**Run 1: clock nets**

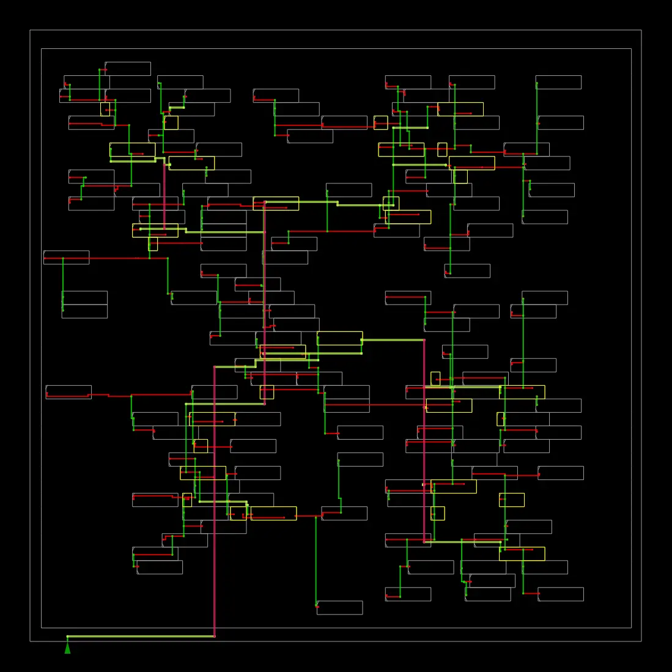
**Run 1: a small window of the routed layout**

Scale bar: 5 um. Region (52, 76) to (72, 96) um. Cells in grey, sequential cells in the stronger grey; small squares are vias.
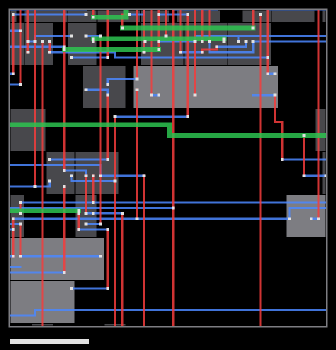
**Run 1: routed metal per tile**

The die is cut into 25 by 25 equal tiles; white is low, dark blue is high, scaled to the fullest tile. Values are wire area over tile area, all layers added.
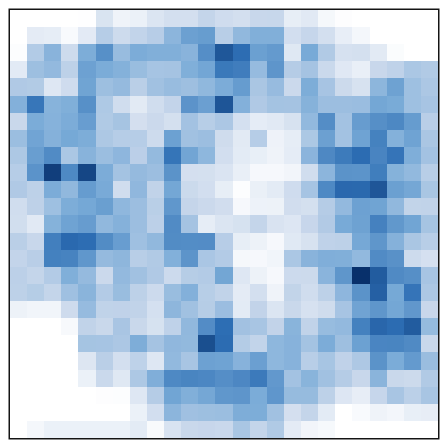
--- config.mk ---
export PLATFORM = sky130hd
export DESIGN_NAME = mem_access
export DESIGN_NICKNAME = d
export VERILOG_FILES = /design/src/rtl/mem_access.sv
export SDC_FILE = /design/constraint.sdc
export NUM_CORES = 1
export LEC_CHECK = 0
export CORE_MARGIN = 2
export CORE_UTILIZATION = 47
export DETAILED_ROUTE_END_ITERATION = 12
export PLACE_DENSITY = 0.92
export SYNTH_ARGS = -nofsm -noshare
export SYNTH_HDL_FRONTEND = slang
export SYNTH_SLANG_ARGS = --single-unit
--- constraint.sdc ---
create_clock -name clk -period 8.1 [get_ports clk]
set_clock_uncertainty 0.1 [all_clocks]
set_input_delay 2.43 -clock clk [delete_from_list [all_inputs] [get_ports clk]]
set_output_delay 2.43 -clock clk [all_outputs]
set_load 0.1 [all_outputs]
--- src/rtl/mem_access.sv ---
// rtl/mem_access.sv - memory stage: single-outstanding data bus access and writeback formatting
// Optional feature macro: MEM_MISALIGN_CHK_EN (misaligned H/HU/W accesses complete without a bus request)
module mem_access #(
    parameter int XLEN           = 32,
    parameter int TIMEOUT_CYCLES = 255
) (
    input  logic            clk,
    input  logic            rst,
    input  logic            EE_valid_i,
    input  logic [XLEN-1:0] EE_valE_i,
    input  logic [XLEN-1:0] EE_rs2_data_i,
    input  logic            EE_op_load_i,
    input  logic            EE_op_store_i,
    input  logic [2:0]      EE_funct3_i,
    output logic            dmem_req_o,
    output logic            dmem_we_o,
    output logic [XLEN-1:0] dmem_addr_o,
    output logic [3:0]      dmem_wstrb_o,
    output logic [XLEN-1:0] dmem_wdata_o,
    input  logic            dmem_gnt_i,
    input  logic            dmem_rvalid_i,
    input  logic [XLEN-1:0] dmem_rdata_i,
    output logic            M_valid_o,
    output logic [XLEN-1:0] M_valM_o,
    output logic            M_stall_o,
    output logic            M_bus_err_o,
    output logic            M_misalign_o
);

    typedef enum logic [1:0] {ST_IDLE, ST_REQ, ST_WAIT, ST_DONE} state_t;

    localparam logic [1:0] SZ_B = 2'd0;
    localparam logic [1:0] SZ_H = 2'd1;
    localparam logic [1:0] SZ_W = 2'd2;
    localparam logic [7:0] CNT_LAST = 8'(TIMEOUT_CYCLES - 1);

    state_t          state;
    state_t          state_nx;
    logic [7:0]      cnt;
    logic            complete;
    logic            timeout;

    // Decoded view of the instruction currently held in the E/M register
    logic            start;
    logic [1:0]      off_d;
    logic [1:0]      size_d;
    logic            sign_d;
    logic [XLEN-1:0] addr_d;
    logic [3:0]      wstrb_d;
    logic [XLEN-1:0] wdata_d;
    logic            mis_d;

    // Registers captured when an access leaves IDLE
    logic [XLEN-1:0] addr_q;
    logic [XLEN-1:0] wdata_q;
    logic [3:0]      wstrb_q;
    logic [1:0]      off_q;
    logic [1:0]      size_q;
    logic            sign_q;
    logic            we_q;
    logic [XLEN-1:0] res_q;
    logic            err_q;
    logic            mis_q;

    logic [7:0]      ld_byte;
    logic [15:0]     ld_half;
    logic [XLEN-1:0] ld_val;

    // Decode size/sign, strobes and lane-replicated store data of the incoming access
    always_comb begin
        start  = EE_valid_i & (EE_op_load_i | EE_op_store_i);
        off_d  = EE_valE_i[1:0];
        sign_d = ~EE_funct3_i[2];
        addr_d = {EE_valE_i[XLEN-1:2], 2'b00};
        case (EE_funct3_i[1:0])
            2'b00:   size_d = SZ_B;
            2'b01:   size_d = SZ_H;
            default: size_d = SZ_W;
        endcase
        wstrb_d = 4'b0000;
        wdata_d = '0;
        if (EE_op_store_i) begin
            case (size_d)
                SZ_B: begin
                    wstrb_d = 4'b0001 << off_d;
                    wdata_d = {(XLEN/8){EE_rs2_data_i[7:0]}};
                end
                SZ_H: begin
                    wstrb_d = 4'b0011 << off_d;
                    wdata_d = {(XLEN/16){EE_rs2_data_i[15:0]}};
                end
                default: begin
                    wstrb_d = 4'b1111;
                    wdata_d = EE_rs2_data_i;
                end
            endcase
        end
`ifdef MEM_MISALIGN_CHK_EN
        mis_d = ((size_d == SZ_H) && off_d[0]) || ((size_d == SZ_W) && (off_d != 2'b00));
`else
        mis_d = 1'b0;
`endif
    end

    // Select and extend the addressed lane of the returned load word
    always_comb begin
        ld_byte = dmem_rdata_i[{off_q, 3'b000} +: 8];
        ld_half = dmem_rdata_i[{off_q[1], 4'b0000} +: 16];
        case (size_q)
            SZ_B:    ld_val = {{(XLEN-8){sign_q & ld_byte[7]}}, ld_byte};
            SZ_H:    ld_val = {{(XLEN-16){sign_q & ld_half[15]}}, ld_half};
            default: ld_val = dmem_rdata_i;
        endcase
    end

    // State register
    always_ff @(posedge clk or posedge rst) begin
        if (rst) begin
            state <= ST_IDLE;
        end else begin
            state <= state_nx;
        end
    end

    // Next state and all outputs; reset forces every output low immediately
    always_comb begin
        state_nx     = state;
        complete     = 1'b0;
        timeout      = 1'b0;
        dmem_req_o   = 1'b0;
        dmem_we_o    = 1'b0;
        dmem_addr_o  = '0;
        dmem_wstrb_o = 4'b0000;
        dmem_wdata_o = '0;
        M_valid_o    = 1'b0;
        M_valM_o     = '0;
        M_stall_o    = 1'b0;
        M_bus_err_o  = 1'b0;
        M_misalign_o = 1'b0;
        if (state == ST_IDLE) begin
            if (start) begin
                dmem_we_o    = EE_op_store_i;
                dmem_addr_o  = addr_d;
                dmem_wstrb_o = wstrb_d;
                dmem_wdata_o = wdata_d;
            end
        end else begin
            dmem_we_o    = we_q;
            dmem_addr_o  = addr_q;
            dmem_wstrb_o = wstrb_q;
            dmem_wdata_o = wdata_q;
        end
        case (state)
            ST_IDLE: begin
                if (start) begin
                    M_stall_o = 1'b1;
                    state_nx  = mis_d ? ST_DONE : ST_REQ;
                end else begin
                    M_valid_o = EE_valid_i;
                    M_valM_o  = EE_valE_i;
                end
            end
            ST_REQ: begin
                dmem_req_o = 1'b1;
                M_stall_o  = 1'b1;
                if (dmem_gnt_i && dmem_rvalid_i) begin
                    complete = 1'b1;
                    state_nx = ST_DONE;
                end else if (cnt == CNT_LAST) begin
                    timeout  = 1'b1;
                    state_nx = ST_DONE;
                end else if (dmem_gnt_i) begin
                    state_nx = ST_WAIT;
                end
            end
            ST_WAIT: begin
                M_stall_o = 1'b1;
                if (dmem_rvalid_i) begin
                    complete = 1'b1;
                    state_nx = ST_DONE;
                end else if (cnt == CNT_LAST) begin
                    timeout  = 1'b1;
                    state_nx = ST_DONE;
                end
            end
            default: begin
                M_valid_o    = 1'b1;
                M_valM_o     = res_q;
                M_bus_err_o  = err_q;
                M_misalign_o = mis_q;
                state_nx     = ST_IDLE;
            end
        endcase
        if (rst) begin
            dmem_req_o   = 1'b0;
            dmem_we_o    = 1'b0;
            dmem_addr_o  = '0;
            dmem_wstrb_o = 4'b0000;
            dmem_wdata_o = '0;
            M_valid_o    = 1'b0;
            M_valM_o     = '0;
            M_stall_o    = 1'b0;
            M_bus_err_o  = 1'b0;
            M_misalign_o = 1'b0;
        end
    end

    // Timeout counter: runs across REQ and WAIT, cleared whenever the access leaves them
    always_ff @(posedge clk or posedge rst) begin
        if (rst) begin
            cnt <= 8'd0;
        end else if ((state == ST_REQ || state == ST_WAIT) &&
                     (state_nx == ST_REQ || state_nx == ST_WAIT)) begin
            cnt <= cnt + 8'd1;
        end else begin
            cnt <= 8'd0;
        end
    end

    // Capture the access on issue, then the formatted result or error on completion
    always_ff @(posedge clk or posedge rst) begin
        if (rst) begin
            addr_q  <= '0;
            wdata_q <= '0;
            wstrb_q <= 4'b0000;
            off_q   <= 2'b00;
            size_q  <= SZ_B;
            sign_q  <= 1'b0;
            we_q    <= 1'b0;
            res_q   <= '0;
            err_q   <= 1'b0;
            mis_q   <= 1'b0;
        end else if (state == ST_IDLE && start) begin
            addr_q  <= addr_d;
            wdata_q <= wdata_d;
            wstrb_q <= wstrb_d;
            off_q   <= off_d;
            size_q  <= size_d;
            sign_q  <= sign_d;
            we_q    <= EE_op_store_i;
            res_q   <= '0;
            err_q   <= 1'b0;
            mis_q   <= mis_d;
        end else if (complete) begin
            res_q   <= we_q ? '0 : ld_val;
        end else if (timeout) begin
            res_q   <= '0;
            err_q   <= 1'b1;
        end
    end

endmodule

==> flow_metrics.env, run 1 <==
# flow metrics
export IMPL_critPathMaxStageDelay_ns=0.61
export IMPL_final_setup_tns_ns=0
export IMPL_holdCritStartpoint="addr_q[20]$_DFFE_PP0P_"
export IMPL_largest_net_degree_at_the_start_of_global_routing=74
export IMPL_worst_r2r_setup_slack_ns=4.88
export IMPL_timing_hold_worst_class="register to register"
export IMPL_yosysChipArea_mm2=0.00671
export IMPL_yosysWarnings=0
export IMPL_cts_htree_levels=4
export IMPL_detail_route_iter0_violations=685
export IMPL_critical_path_depth=7
export IMPL_first_pass_iters=6
export IMPL_asyncSetResetFlopFracSynth_pct=100
export IMPL_worst_setup_path_start_kind="input port"
export IMPL_dieWidth_um=123
export IMPL_enable_flop_cells=0
export IMPL_wire_per_inst_um=17.2
export IMPL_postSynthAreaPerCell_um2=7.77
export IMPL_power_per_cell_area_mw_per_mm2=411
export IMPL_tightest_slew_ns=1.19
export IMPL_pin_count=212
export IMPL_cap_violations=0
export IMPL_finalSetupViolations=0
export IMPL_run_status="finished, final reports clean"
export IMPL_vias_per_cell=5.64
export IMPL_timing_critical_path_arrival_ns=4.70
export IMPL_power_static_leakage_nw=4.36
export IMPL_ys_flop_type="sky130_fd_sc_hd__dfrtp_1"
export IMPL_die_height_um=123
export IMPL_synth_flop_count=115
export IMPL_post_cts_resized_instances=0
export IMPL_r2r_end="cnt[7]$_DFF_PP0_"
export IMPL_wire_length_of_the_first_global_routing_pass_um=32400
export IMPL_floorplan_core_util_pct=48.1
export IMPL_insertion_delay_ns=0.42
export IMPL_grt_ovfl_total=0
export IMPL_worstHoldEndpoint="addr_q[20]$_DFFE_PP0P_"
export IMPL_drc=0
export IMPL_synth_seq_area_share_pct=42.9
export IMPL_postRouteAntennaNets=0
export IMPL_dpl_hpwl_um=14500
export IMPL_worst_r2r_startpoint="state[1]$_DFF_PP0_"
export IMPL_yosysTopAreaCellShare_pct=42.9
export IMPL_antenna_cells_inserted=0
export IMPL_clkSlewWorstSetupHoldPaths_ns=0.05
export IMPL_achievable_frequency_mhz=138
export IMPL_finalHoldViolations=0
export IMPL_core_rowCount=43
export IMPL_ctsRootBufferMaster="sky130_fd_sc_hd__clkbuf_16"
export IMPL_worstPathCellList="clkdlybuf4s50_1 -> nand2_1 -> nor2_2 -> buf_4 -> nand2_1 -> a21oi_1 -> buf_4"
export IMPL_layout_area_overhead_vs_synth_pct=37.5
export IMPL_crit_path_start="EE_valid_i"
export IMPL_cp_required_ns=5.57
export IMPL_design_die_area_mm2=0.0152
export IMPL_irDropWorstVdd_mv=0.246
export IMPL_clock_tree_buffer_depth=2
export IMPL_grt_usage_pct=27.3
export IMPL_synth_cells_yosys=863
export IMPL_finalCriticalPeriod_ns=7.23
export IMPL_warning_count=30
export IMPL_synth_lib_cells_used_distinct=44
export IMPL_tritoncts_clock_tree="yes"
export IMPL_synth_cell_area_mm2=0.00671
export IMPL_worst_path_max_fanout=27
export IMPL_yosys_top_cells_area="sky130_fd_sc_hd__dfrtp_1, sky130_fd_sc_hd__nand2_1, sky130_fd_sc_hd__a21oi_1"
export IMPL_cts_hold_repair_buffers=0
export IMPL_rsz0062_at_grt="false"
export IMPL_gp_routability_congestion=0.935
export IMPL_synth_top_cell_by_area="sky130_fd_sc_hd__dfrtp_1"
export IMPL_fin_nets=1150
About 'clock nets':
# clk buffers: 19
total clock network power: 0.000670 W
FF+latch count: 115
number of clock buffers inserted by TritonCTS: 17
clk sinks: 115

About 'a small window of the routed layout':
| layer | colour |
|---|---|
| metal 1 | blue |
| metal 3 | green |
| metal 2 | red |
netlist names of flops here include: `addr_q` (1), `off_q` (1)
cells with their middle in the window: 12
most frequent: nand3b_1 (3), a21oi_1 (3)
sequential cells in the window: 2

About 'routed metal per tile':
mean over tiles: 0.23
nearly empty tiles: 9.1%
densest ninth of the die: middle right
emptiest ninth of the die: lower left
fullest tile: 0.68
tiles over half the peak: 21%

==> run 1: cells by family after synthesis <==
family / Yosys count / share of synthesized area (%)
multiplexers: 33 / 4.93
AND-OR/OR-AND: 224 / 19.7
adder cells (fa/ha/maj): 6 / 1.12
AND/OR/NAND/NOR: 404 / 25.9
buffers and inverters: 74 / 4.63
other: 1 / 0.0559
XOR/XNOR: 6 / 0.784
flip-flops: 115 / 42.9
==> run 1: worst register-to-register path, cell delays in order, from the launching register on <==
cell and delay, ns:
sky130_fd_sc_hd__dfrtp_1 0.43, sky130_fd_sc_hd__inv_1 0.09, sky130_fd_sc_hd__ha_1 0.32, sky130_fd_sc_hd__inv_2 0.91
sky130_fd_sc_hd__nor2_2 0.09, sky130_fd_sc_hd__buf_4 0.30, sky130_fd_sc_hd__a211o_1 0.36, sky130_fd_sc_hd__a31o_2 0.29
sky130_fd_sc_hd__a211oi_1 0.23
==> run 1: routing by layer <==
layer	global-route usage [%]	vias up	routed length [um]
met5	0	-	0
met4	8.88	0	390
met3	7.10	42	1780
met2	44.1	338	9960
met1	35.9	3274	9000
li1	-	3284	-
==> run 1: layout by cell type, fill, tap and decap left out, types with 11 or more instances in the layout <==
cell type	instances
sky130_fd_sc_hd__nor2_1	47
sky130_fd_sc_hd__dfrtp_1	115
sky130_fd_sc_hd__o21ai_0	37
sky130_fd_sc_hd__a22o_1	16
sky130_fd_sc_hd__nand3b_1	33
sky130_fd_sc_hd__nand2b_1	17
sky130_fd_sc_hd__a21oi_1	116
sky130_fd_sc_hd__clkdlybuf4s50_1	105
sky130_fd_sc_hd__mux2i_1	33
sky130_fd_sc_hd__nand2_1	284
sky130_fd_sc_hd__buf_4	105
sky130_fd_sc_hd__a21o_1	17
sky130_fd_sc_hd__o22ai_1	11
sky130_fd_sc_hd__clkbuf_16	17
==> run 1: flip-flops by register name (all words and copies together), names as in the netlist <==
register,cells
addr_q,30
cnt,8
err_q,1
off_q,2
res_q,32
sign_q,1
size_q,2
state,2
wdata_q,32
we_q,1
wstrb_q,4
==> run 1: power by group <==
| group | switching (W) | leakage, nW | internal, W |
|---|---|---|---|
| combinational | 0.00159 | 2.61 | 0.000569 |
| sequential | 0.000169 | 1.50 | 0.000794 |
| clock | 0.000274 | 0.247 | 0.000396 |
| total | 0.00203 | 4.36 | 0.00176 |
==> run 1: stage by stage <==
step | area [um^2] | util, % | cells | hold WS (ns) | setup WS, ns
after floorplan | 6720 | - | 865 | 0.346 | 0.375
final | 9220 | 66.2 | 1231 | 0.374 | 0.867
after detailed placement | 8690 | 62.4 | 1199 | 0.362 | 0.923
after global routing | 9220 | 66.2 | 1231 | 0.390 | 0.730
after global placement | 8690 | 62.4 | 1199 | 0.357 | 0.969
after CTS | 9220 | 66.2 | 1231 | 0.376 | 0.888
==> run 1: cell type report <==
cell class / instances / area, um^2 / share of cell area [%]
Sequential cell: 115 / 2880 / 31.2
Tap cell: 180 / 225 / 2.44
Clock inverter: 13 / 87.6 / 0.950
Multi-Input combinational cell: 676 / 3550 / 38.5
Timing Repair Buffer: 218 / 2000 / 21.7
Clock buffer: 19 / 443 / 4.80
Inverter: 10 / 41.3 / 0.448
## Run 2: what changed since run 1
--- a/config.mk
+++ b/config.mk
@@ -5,6 +5,7 @@
 export SDC_FILE = /design/constraint.sdc
 export NUM_CORES = 1
 export LEC_CHECK = 0
+export CAP_MARGIN = 20
 export CORE_MARGIN = 2
 export CORE_UTILIZATION = 47
 export DETAILED_ROUTE_END_ITERATION = 12
==> run 2 against run 1 <==
Effect of this change:
- power up 0.32%
- cell area increased by 0.22%
- largest cell class unchanged
- die size unchanged
- non-clock buffer count increased by 1
- clock power about the same
- critical path type unchanged
- highest routed layer unchanged
==> flow_metrics.env, run 2 <==
# flow metrics
export IMPL_tritoncts_clock_tree="yes"
export IMPL_tightest_slew_ns=1.05
export IMPL_enable_flop_cells=0
export IMPL_largest_registers="res_q (32), wdata_q (32), addr_q (30)"
export IMPL_timing_hold_worst_class="register to register"
export IMPL_worstPathCellList="clkdlybuf4s50_1 -> nand2_1 -> nor2_2 -> buf_4 -> nand2_1 -> a21oi_1 -> buf_4"
export IMPL_finalSetupViolations=0
export IMPL_clkSlewWorstSetupHoldPaths_ns=0.05
export IMPL_synth_cells_yosys=863
export IMPL_worst_setup_path_start_kind="input port"
export IMPL_yosysChipArea_mm2=0.00671
export IMPL_synthTopLogicFamily="simple AND/OR/NAND/NOR gates"
export IMPL_post_synth_fa_ha_maj_area_fraction_pct=1.12
export IMPL_wire_length_of_the_first_global_routing_pass_um=32400
export IMPL_fin_nets=1151
export IMPL_clock_sinks=115
export IMPL_power_per_cell_area_mw_per_mm2=411
export IMPL_detail_route_iter0_violations=708
export IMPL_yosys_top_cells_area="sky130_fd_sc_hd__dfrtp_1, sky130_fd_sc_hd__nand2_1, sky130_fd_sc_hd__a21oi_1"
export IMPL_post_cts_resized_instances=0
export IMPL_largest_net_degree_at_the_start_of_global_routing=74
export IMPL_yosysTopAreaCellShare_pct=42.9
export IMPL_design_die_area_mm2=0.0152
export IMPL_fin_ws_ns=0.855
export IMPL_run_status="finished, final reports clean"
export IMPL_cts_htree_levels=4
export IMPL_final_hold_worst_slack_ns=0.373
export IMPL_timing_critical_path_arrival_ns=4.72
export IMPL_power_static_leakage_nw=4.37
export IMPL_synth_top_cell_by_area="sky130_fd_sc_hd__dfrtp_1"
export IMPL_grt_ovfl_total=0
export IMPL_layout_area_overhead_vs_synth_pct=37.8
export IMPL_grt_usage_pct=27.3
export IMPL_yosys_area_share_aoi_pct=19.7
export IMPL_clock_tree_buffer_depth=2
export IMPL_ys_flop_type="sky130_fd_sc_hd__dfrtp_1"
export IMPL_finalHoldViolations=0
export IMPL_detailedPlace_worstSlack_ns=0.923
export IMPL_finalNonFillerCells=1232
export IMPL_worstHoldEndpoint="addr_q[20]$_DFFE_PP0P_"
export IMPL_drc=0
export IMPL_layout_top_cell_excl_fill_tap="sky130_fd_sc_hd__nand2_1"
export IMPL_synth_flop_count=115
export IMPL_wire_per_inst_um=17.2
export IMPL_gp_routability_congestion=0.935
export IMPL_dieWidth_um=123
export IMPL_r2r_end="res_q[28]$_DFFE_PP0P_"
export IMPL_cts_inserted_buffers=17
export IMPL_vias_per_cell=5.63
run 2: cell counts after synthesis:
No cell type changed its count.
run 2: kinds of logic (layout without fill, tap and decap cells):
family / after synthesis / in the layout
flops: 115 / 115
xor+xnor: 6 / 6
simple gates: 404 / 404
mux: 33 / 33
fa+ha+maj: 6 / 6
buf+inv: 74 / 261
other cells: 1 / 3
compound gates: 224 / 224
run 2: through the flow:
step / total power [W] / util, % / instance area, um^2
detailed placement: 0.00310 / 62.4 / 8690
finish: 0.00380 / 66.3 / 9240
global placement: 0.00306 / 62.4 / 8690
global route: 0.00399 / 66.3 / 9240
floorplan: 0.00260 / - / 6720
CTS: 0.00378 / 66.2 / 9220
run 2: routing by layer:
metal / global-route usage (%) / wire length [um] / vias up
met5: 0 / 0 / -
met4: 8.88 / 411 / 0
met3: 7.10 / 1790 / 43
met2: 44.1 / 9940 / 357
met1: 35.9 / 8990 / 3260
li1: - / - / 3277
run 2: how the worst max path moves through the flow:
stage | startpoint | cells past startpoint | end | slack (ns)
final | EE_valid_i | 7 | dmem_addr_o[9] | 0.85
after global routing | EE_valid_i | 7 | dmem_addr_o[19] | 0.71
after CTS | EE_valid_i | 7 | dmem_addr_o[9] | 0.89
after detailed placement | EE_valid_i | 7 | dmem_addr_o[3] | 0.92
after global placement | EE_valid_i | 7 | dmem_addr_o[5] | 0.97
after floorplan | EE_valid_i | 6 | M_stall_o | 0.37
run 2: layout make-up:
class                   instances  area [um^2]
clock buffers                  19          443
clock inverters                13         87.6
fillers                      1094         4690
inverters                      10         41.3
multi-input cells             676         3550
flip-flops and latches        115         2880
well taps                     180          225
repair buffers                219         2020
run 2: power by group:
part / total [W] / switching, W / internal [W]
Sequential: 0.000964 / 0.000170 / 0.000794
Clock: 0.000669 / 0.000273 / 0.000396
Combinational: 0.00217 / 0.00159 / 0.000579
Total: 0.00380 / 0.00203 / 0.00177
run 2: worst max-delay path, delay by kind of cell:
kind                   cells  cell delay, ns
AOI/OAI and AO/OA          1            0.15
and+or+nand+nor            3            0.75
buffers and inverters      3            1.35
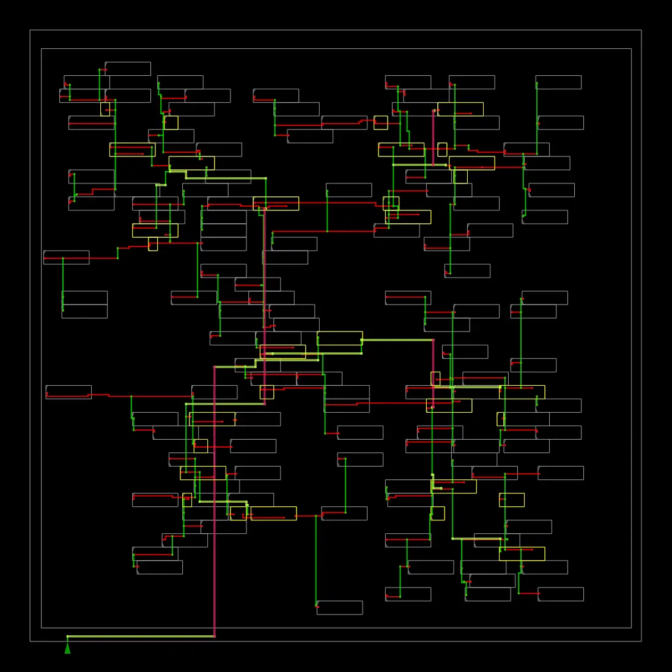
**Above:** run 2 (clock nets).
clk latency late pin: 0.41 ns
total clock network power: 0.000669 W

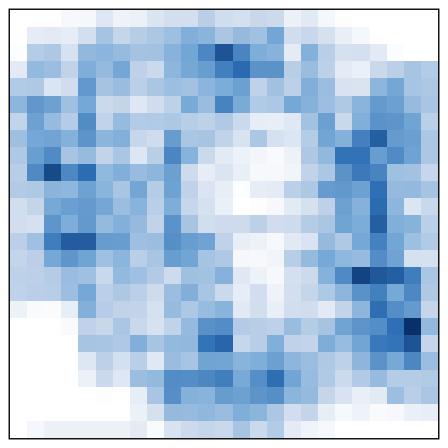
**Above:** run 2 (routed metal per tile).
The die is cut into 25 by 25 equal tiles; white is low, dark blue is high, scaled to the fullest tile. Values are wire area over tile area, all layers added.
fullest tile: 0.69
mean over tiles: 0.23
emptiest ninth of the die: lower left
tiles over half the peak: 21%
nearly empty tiles: 9.0%

Power figures rest on the tool's default switching activity, not on a simulated workload.
